## src/rtl/vga_pkg.sv

```systemverilog
// Shared VGA timing constants, colours and the cat sprite bitmap, plus the
// per-axis bounce step used by the sprite renderer.
package vga_pkg;

  localparam int DEF_H_ACTIVE = 640;
  localparam int DEF_V_ACTIVE = 480;

  localparam int H_FRONT = 16;
  localparam int H_SYNC  = 96;
  localparam int H_BACK  = 48;
  localparam int H_TOTAL = 800;
  localparam int V_FRONT = 10;
  localparam int V_SYNC  = 2;
  localparam int V_BACK  = 33;
  localparam int V_TOTAL = 525;

  // Colours are packed {r[1:0], g[1:0], b[1:0]}.
  localparam logic [5:0] BG_COLOUR = 6'b000001;
  localparam logic [5:0] PALETTE [4] = '{6'b111100, 6'b110011, 6'b001111, 6'b111111};

  // Rows are indexed by v; bit 0 of each row is the leftmost sprite column (u = 0).
  localparam logic [0:15] CAT_BITMAP [16] = '{
    16'b0110000000000110,
    16'b0111000000001110,
    16'b0111100000011110,
    16'b0111111111111110,
    16'b0111111111111110,
    16'b0110011111100110,
    16'b0110011111100110,
    16'b0111111111111110,
    16'b0111110110111110,
    16'b0011111001111100,
    16'b0001111111111000,
    16'b0000111111110000,
    16'b0000011111100000,
    16'b0000111111110000,
    16'b0001111111111000,
    16'b0011111111111100
  };

  typedef enum logic {
    DIR_POS = 1'b0,
    DIR_NEG = 1'b1
  } dir_t;

  typedef struct packed {
    logic [9:0] pos;
    dir_t       dir;
    logic       bounce;
  } axis_t;

  // One frame of motion on one axis; the sprite clamps to the edge and reverses.
  function automatic axis_t step_axis(input logic [9:0] pos, input dir_t dir,
                                      input logic [9:0] pos_max, input logic [3:0] speed);
    axis_t res;
    res.pos    = pos;
    res.dir    = dir;
    res.bounce = 1'b0;
    if (dir == DIR_POS) begin
      if (({1'b0, pos} + {7'd0, speed}) >= {1'b0, pos_max}) begin
        res.pos    = pos_max;
        res.dir    = DIR_NEG;
        res.bounce = 1'b1;
      end else begin
        res.pos = pos + {6'd0, speed};
      end
    end else if (pos <= {6'd0, speed}) begin
      res.pos    = '0;
      res.dir    = DIR_POS;
      res.bounce = 1'b1;
    end else begin
      res.pos = pos - {6'd0, speed};
    end
    return res;
  endfunction

endpackage

```

## src/rtl/sprite_rom.sv

```systemverilog
// Combinational lookup of the 16x16 cat bitmap at local coordinate (u, v).
module sprite_rom
  import vga_pkg::*;
(
  input  logic [3:0] u,
  input  logic [3:0] v,
  output logic       pixel_on
);

  assign pixel_on = CAT_BITMAP[v][u];

endmodule

```

## src/rtl/sprite_renderer.sv

```systemverilog
// Two-stage pixel pipeline drawing a bouncing, scaled cat sprite over a solid
// background, with syncs re-timed to match the colour outputs.
module sprite_renderer
  import vga_pkg::*;
#(
  parameter int H_ACTIVE   = DEF_H_ACTIVE,
  parameter int V_ACTIVE   = DEF_V_ACTIVE,
  parameter int SCALE_LOG2 = 2,
  parameter int SPEED      = 2,
  parameter int START_X    = 100,
  parameter int START_Y    = 60
) (
  input  logic       clk_pix,
  input  logic       rst,
  input  logic [9:0] pixel_x,
  input  logic [9:0] pixel_y,
  input  logic       hsync_in,
  input  logic       vsync_in,
  input  logic       video_active_in,
  input  logic       pause,
  output logic [1:0] r,
  output logic [1:0] g,
  output logic [1:0] b,
  output logic       hsync_out,
  output logic       vsync_out,
  output logic       frame_tick,
  output logic [7:0] bounce_count
);

  localparam int          SPR_W   = 16 << SCALE_LOG2;
  localparam logic [10:0] SPR_W11 = 11'(SPR_W);
  localparam logic [9:0]  X_MAX   = 10'(H_ACTIVE - SPR_W);
  localparam logic [9:0]  Y_MAX   = 10'(V_ACTIVE - SPR_W);
  localparam logic [9:0]  TICK_Y  = 10'(V_ACTIVE);
  localparam logic [3:0]  STEP    = 4'(SPEED);

  logic [9:0]  sx;
  logic [9:0]  sy;
  dir_t        dx;
  dir_t        dy;
  logic [1:0]  pal_idx;
  logic [10:0] off_x;
  logic [10:0] off_y;
  logic        in_box;
  logic [3:0]  u;
  logic [3:0]  v;
  logic        pixel_on;
  axis_t       next_x;
  axis_t       next_y;

  // Left of / above the sprite wraps to a large unsigned offset and falls outside the box.
  assign off_x = {1'b0, pixel_x} - {1'b0, sx};
  assign off_y = {1'b0, pixel_y} - {1'b0, sy};

  always_ff @(posedge clk_pix or posedge rst) begin
    if (rst) begin
      in_box <= 1'b0;
      u      <= '0;
      v      <= '0;
    end else begin
      in_box <= (off_x < SPR_W11) && (off_y < SPR_W11);
      u      <= off_x[SCALE_LOG2 +: 4];
      v      <= off_y[SCALE_LOG2 +: 4];
    end
  end

  sprite_rom u_rom (
    .u        (u),
    .v        (v),
    .pixel_on (pixel_on)
  );

  // The incoming syncs already lag the coordinates by one cycle, so a single
  // register here lines them up with the colour stage.
  always_ff @(posedge clk_pix or posedge rst) begin
    if (rst) begin
      {r, g, b} <= '0;
      hsync_out <= 1'b1;
      vsync_out <= 1'b1;
    end else begin
      hsync_out <= hsync_in;
      vsync_out <= vsync_in;
      if (!video_active_in) begin
        {r, g, b} <= '0;
      end else if (in_box && pixel_on) begin
        {r, g, b} <= PALETTE[pal_idx];
      end else begin
        {r, g, b} <= BG_COLOUR;
      end
    end
  end

  always_comb begin
    next_x = step_axis(sx, dx, X_MAX, STEP);
    next_y = step_axis(sy, dy, Y_MAX, STEP);
  end

  // The tick fires at the start of vertical blanking, so the position never
  // changes while visible lines are being drawn.
  always_ff @(posedge clk_pix or posedge rst) begin
    if (rst) begin
      frame_tick   <= 1'b0;
      sx           <= 10'(START_X);
      sy           <= 10'(START_Y);
      dx           <= DIR_POS;
      dy           <= DIR_POS;
      pal_idx      <= '0;
      bounce_count <= '0;
    end else begin
      frame_tick <= (pixel_x == '0) && (pixel_y == TICK_Y);
      if (frame_tick && !pause) begin
        sx <= next_x.pos;
        dx <= next_x.dir;
        sy <= next_y.pos;
        dy <= next_y.dir;
        if (next_x.bounce || next_y.bounce) begin
          bounce_count <= bounce_count + 8'd1;
          pal_idx      <= pal_idx + 2'd1;
        end
      end
    end
  end

endmodule

```

## config.mk

```make
export PLATFORM = sky130hd
export DESIGN_NAME = sprite_renderer
export DESIGN_NICKNAME = d
export VERILOG_FILES = /design/src/rtl/vga_pkg.sv /design/src/rtl/sprite_rom.sv /design/src/rtl/sprite_renderer.sv
export SDC_FILE = /design/constraint.sdc
export NUM_CORES = 1
export LEC_CHECK = 0
export CORE_ASPECT_RATIO = 0.6
export CORE_MARGIN = 2
export CORE_UTILIZATION = 38
export CTS_CLUSTER_SIZE = 10
export DETAILED_ROUTE_END_ITERATION = 8
export PLACE_DENSITY = 0.68
export SYNTH_ARGS = -nofsm -noshare
export SYNTH_HDL_FRONTEND = slang
export SYNTH_HIERARCHICAL = 1
export SYNTH_SLANG_ARGS = --single-unit
```

## constraint.sdc

```tcl
create_clock -name clk_pix -period 3.2 [get_ports clk_pix]
set_input_delay 0.64 -clock clk_pix [delete_from_list [all_inputs] [get_ports clk_pix]]
set_output_delay 0.64 -clock clk_pix [all_outputs]
set_load 0.005 [all_outputs]
```

==> results_slide.txt, run 1 <==
Physical Implementation Snapshot

Logic synthesis
  • Dominant cells by area after synthesis: dfrtp_1 25%, ha_1 11%, dfstp_2 6.4%
  • Mux area share: 0.0141
  • Top cells by count, synth: 48 x nand2_1, 37 x dfrtp_1, 36 x nor2_1
  • Distinct lib cells used: 68
  • And-or/or-and share of the synthesized area: 0.257
  • Post-Synth Simple-Gate Area: 0.210
  • Number of enable flip-flop cells: 0
  • Adder-Cell Fraction of Synth Area: 0.108
  • Chip Area, Yosys: 0.00371 mm^2
  • Synth Cell Area: 0.00371 mm^2
  • Ys cells: 444
  • Ys Warns: 6

Place
  • Final HPWL DP: 7.21 mm
  • DP Worst Slack: 0.355 ns
  • GP Congestion: 0.979
  • Post-Place Cell Area: 0.00424 mm^2

Clock tree
  • Reg clk slew, reported paths: 0.07 ns
  • CTS tree: done
  • Depth of the CTS H-tree: 2
  • CTS Hold Bufs: 0
  • Post-cts sizing count: 0
  • Number of clock sinks: 46
  • Insertion Delay late pin: 0.30 ns
  • Num CTS Buffers: 5
  • Post-CTS setup buffer count: 0

Floorplan
  • I/O pins: 43
  • Row cnt: 27
  • Die outline height: 80.6 um
  • Chip area: 0.0106 mm^2
  • Pre-Place Util: 0.398

Route
  • First-iteration detailed-routing DRC count: 272
  • DR WL met3: 648 um
  • WL met2: 3.89 mm
  • Met1 wire length: 4.78 mm
  • Uppermost layer routed: met4
  • Drt first pass iters: 5

Min path
  • Worst Hold Class: reg -> reg
  • Hold path startpoint: bounce_count[7]

Flow run
  • OpenROAD warning count: 35

GRT
  • Met2 GRT Util: 0.298
  • Met1 GRT Util: 0.271

STA
  • WHS: 0.470 ns
  • Clock Skew: 0.00408 ns
  • Hold Vio Cnt, Final: 0
  • Final Max Slew Viols: 0
  • Final Cycle Share: 0.889
  • Relative slew margins: 0.439

Final layout
  • Ant. Diodes: 0
  • Most numerous logic cells after layout: 48 x nand2_1, 42 x clkdlybuf4s50_1, 37 x dfrtp_1
  • Post-route insts no fill: 611
  • Core Util, Final: 0.471
  • Commonest Layout Cell: nand2_1
  • Total Nets Final: 538

Setup path
  • Reg-to-reg startpoint: sy[5]
  • Crit Path Class: reg -> reg
  • Crit path launch type: register
  • Worst Setup End Kind: register
  • Crit path max fanout: 9

Run status
  • Status: finished clean

Power
  • P_int: 0.975 mW
  • Register share of total power: 0.463
  • Top Consumer: sequential cells
  • Sw frac: 0.268
  • Logic power comb: 0.186 mW
  • Power Density: 303 mW/mm^2
  • Pleak: 1.82 nW
[run 1: registers in the layout, summed over array words and instances (netlist names)]
name / cells
sy: 9
frame_tick: 1
g: 1
hsync_out: 1
bounce_count: 8
b: 2
in_box: 1
r: 1
dy: 1
u: 4
v: 4
sx: 9
vsync_out: 1
pal_idx: 2
dx: 1
[run 1: critical path, cell delays in order (launching register included)]
cell      delay [ns]
dfstp_2         0.41
or4_1           0.65
o41a_1          0.55
a311oi_2        0.24
a211oi_2        0.21
a21oi_2         0.30
mux2_2          0.36
[run 1: layout make-up]
class                      instances  area [um^2]
clock buffer                       5          125
clock inverter                     3         21.3
fill                             918         4930
inverter                          33          124
multi-input combinational        346         2330
sequential                        46         1160
tap                              130          163
timing repair buffer              48          465
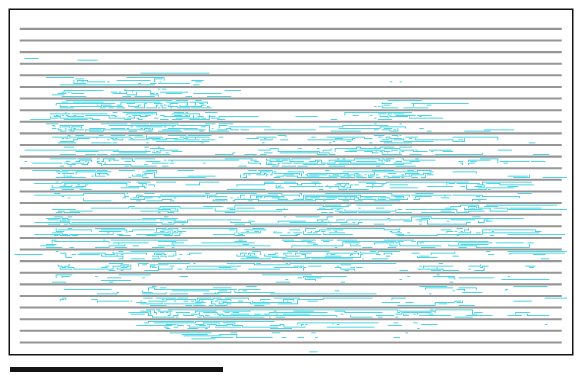
run_1/met1.png
Bar = 50 um. Supply wires on this layer in gray.
The longest straight run is 53.8 um. The layer holds 51% of the routed length. The wires run mostly horizontal. The layer carries 4780 um of wire.

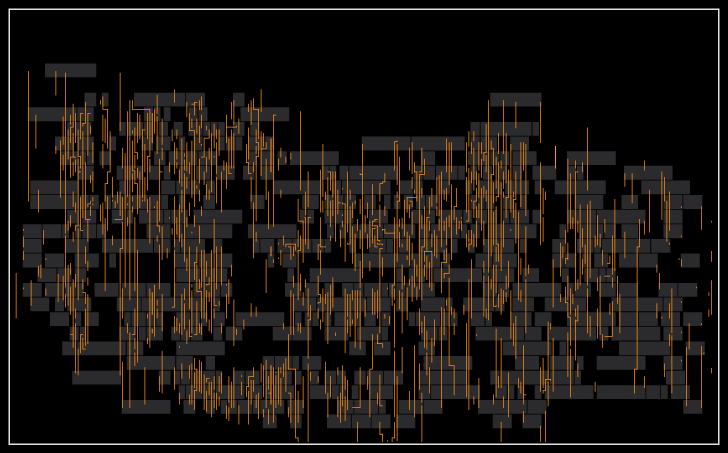
run_1/met2.png
The layer carries 3890 um of wire. The layer holds 41% of the routed length.

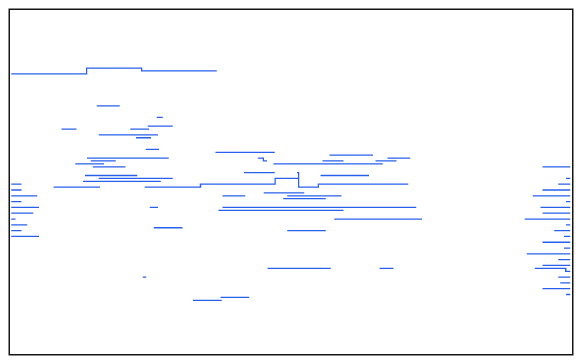
run_1/met3.png
The layer holds 6.9% of the routed length. The longest straight run is 45.1 um. The layer carries 649 um of wire. The wires run mostly horizontal.
via count: 3497
routing usage on met3: 0.0360

==> inputs of run 2 (changes only) <==
RECOVER_POWER = 25   (was unset)
clock period = 3.4 ns   (was 3.2 ns; I/O delays follow)
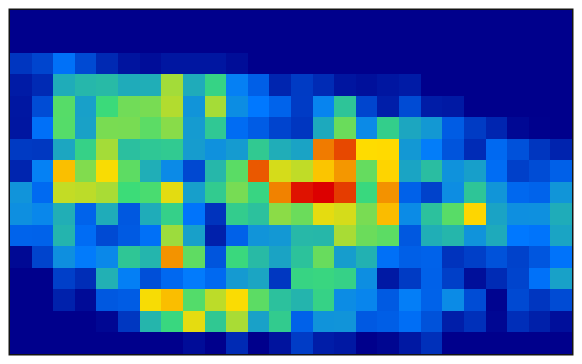
run_2/wire_density.png
26 x 16 tiles, from dark blue (low) to red (high), scaled to the fullest tile. Values are wire area over tile area, all layers added.
15% of the tiles are over half the peak. The emptiest ninth of the die: upper right. The fullest tile reaches 0.60. The mean over all tiles is 0.15. The densest ninth of the die: center. 27% of the tiles are nearly empty.

==> results_slide.txt, run 2 <==
Physical Implementation Snapshot

Clock tree
  • Insertion Delay late pin: 0.30 ns
  • CTS tree: done
  • CTS Hold Bufs: 0
  • Reg clk slew, reported paths: 0.07 ns
  • Number of clock sinks: 46
  • Depth of the CTS H-tree: 2
  • Num CTS Buffers: 5
  • Post-CTS setup buffer count: 0

Logic synthesis
  • Top cells by count, synth: 48 x nand2_1, 37 x dfrtp_1, 36 x nor2_1
  • And-or/or-and share of the synthesized area: 0.257
  • Ys Warns: 6
  • Mux area share: 0.0141
  • Post-Synth Simple-Gate Area: 0.210
  • Synth Cell Area: 0.00371 mm^2
  • Number of enable flip-flop cells: 0
  • Adder-Cell Fraction of Synth Area: 0.108
  • Chip Area, Yosys: 0.00371 mm^2
  • Distinct lib cells used: 68

GRT
  • Antenna violations before repair: 0
  • Gr usage total: 0.193
  • Largest net degree at the start of global routing: 47

Route
  • Drt first pass iters: 5
  • WL met2: 4.00 mm
  • Via count: 3519
  • Met1 wire length: 5.03 mm
  • Uppermost layer routed: met4
  • First-iteration detailed-routing DRC count: 273
  • DR WL met3: 746 um

Floorplan
  • Chip area: 0.0106 mm^2
  • Pre-Place Util: 0.398
  • Row cnt: 27
  • Die outline height: 80.6 um
  • Tap Cells: 130
  • I/O pins: 43

Final layout
  • Ant. Diodes: 0
  • Filler cells: 906
  • Most numerous logic cells after layout: 48 x nand2_1, 39 x clkdlybuf4s50_1, 37 x dfrtp_1
  • Storage cell area: 0.00116 mm^2
  • Post-route insts no fill: 610
  • Comb_multi_in: 346
  • Commonest Layout Cell: nand2_1
  • Layout inverter count without the clock tree: 33
  • Clock buf/inv share: 0.0351
  • Flop count: 46
  • Total Nets Final: 537
  • Comb. cell area: 0.00233 mm^2
  • Dominant class by area: combinational gates
  • Non-clk bufs: 47
  • Area delta synth->final: 18.1%
  • Logic share of the area: 0.531
  • Registers with the most flip-flops: sx: 9 flops, sy: 9 flops, bounce_count: 8 flops
  • # clk buffers: 5

Flow run
  • OpenROAD warning count: 35

Setup path
  • Crit path launch type: register
  • Crit path max-delay cell type: or4_1
  • Slowest stage delay, CP: 0.66 ns
  • Crit Path Class: reg -> reg
  • Crit path max fanout: 10
  • Crit-path cells: or4_1, o41a_1, a311oi_2, a211oi_2, a21oi_2, mux2_2
  • Worst Setup End Kind: register
  • Worst Path Buf+Inv: 0
  • CP delay by family, top: AND-OR/OR-AND gates

STA
  • Clock Skew: 0.00692 ns
  • Final Max Slew Viols: 0
  • Worst Slack Setup Final: 0.385 ns
  • Final Cycle Share: 0.887
  • Hold Vio Cnt, Final: 0
  • Relative slew margins: 0.216
  • WHS: 0.475 ns

Power
  • Power Density: 292 mW/mm^2
  • Pleak: 1.82 nW

Place
  • Final HPWL DP: 7.43 mm
  • GP Congestion: 0.942
  • DP Worst Slack: 0.449 ns

Min path
  • Worst Hold Class: reg -> reg

Run status
  • Status: finished clean
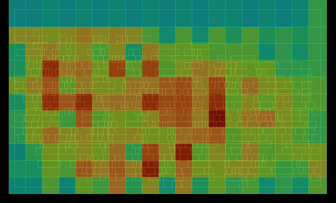
run_2/final_congestion.png
met1 GRT Util: 0.289
Core Util, Final: 0.470
wire per inst: 16.1 um
routing usage on met3: 0.0341

run 2: logic make-up after synthesis:
logic type               Yosys count
buffers and inverters             52
flip-flops                        46
AND/OR/NAND/NOR                  159
AND-OR/OR-AND                    134
adder cells (fa/ha/maj)           32
multiplexers                       5
XOR/XNOR                          16
run 2: report_power, final:
part,internal [mW],switching (mW),total [mW]
Sequential,0.559,0.0206,0.580
Clock,0.282,0.245,0.528
Combinational,0.0845,0.0898,0.174
run 2: final timing paths:
| path | start | end | depth (start not counted) |
|---|---|---|---|
| max in group asynchronous | rst | u[0] | 3 |
| max | sy[6] | bounce_count[1] | 6 |
| max reg2reg | sy[6] | bounce_count[1] | 6 |
| min in group asynchronous | rst | b[1] | 3 |
| min | bounce_count[7] | bounce_count[7] | 1 |
| min reg2reg | bounce_count[7] | bounce_count[7] | 1 |
No activity file was given, so power comes from the tool's default toggle rates.
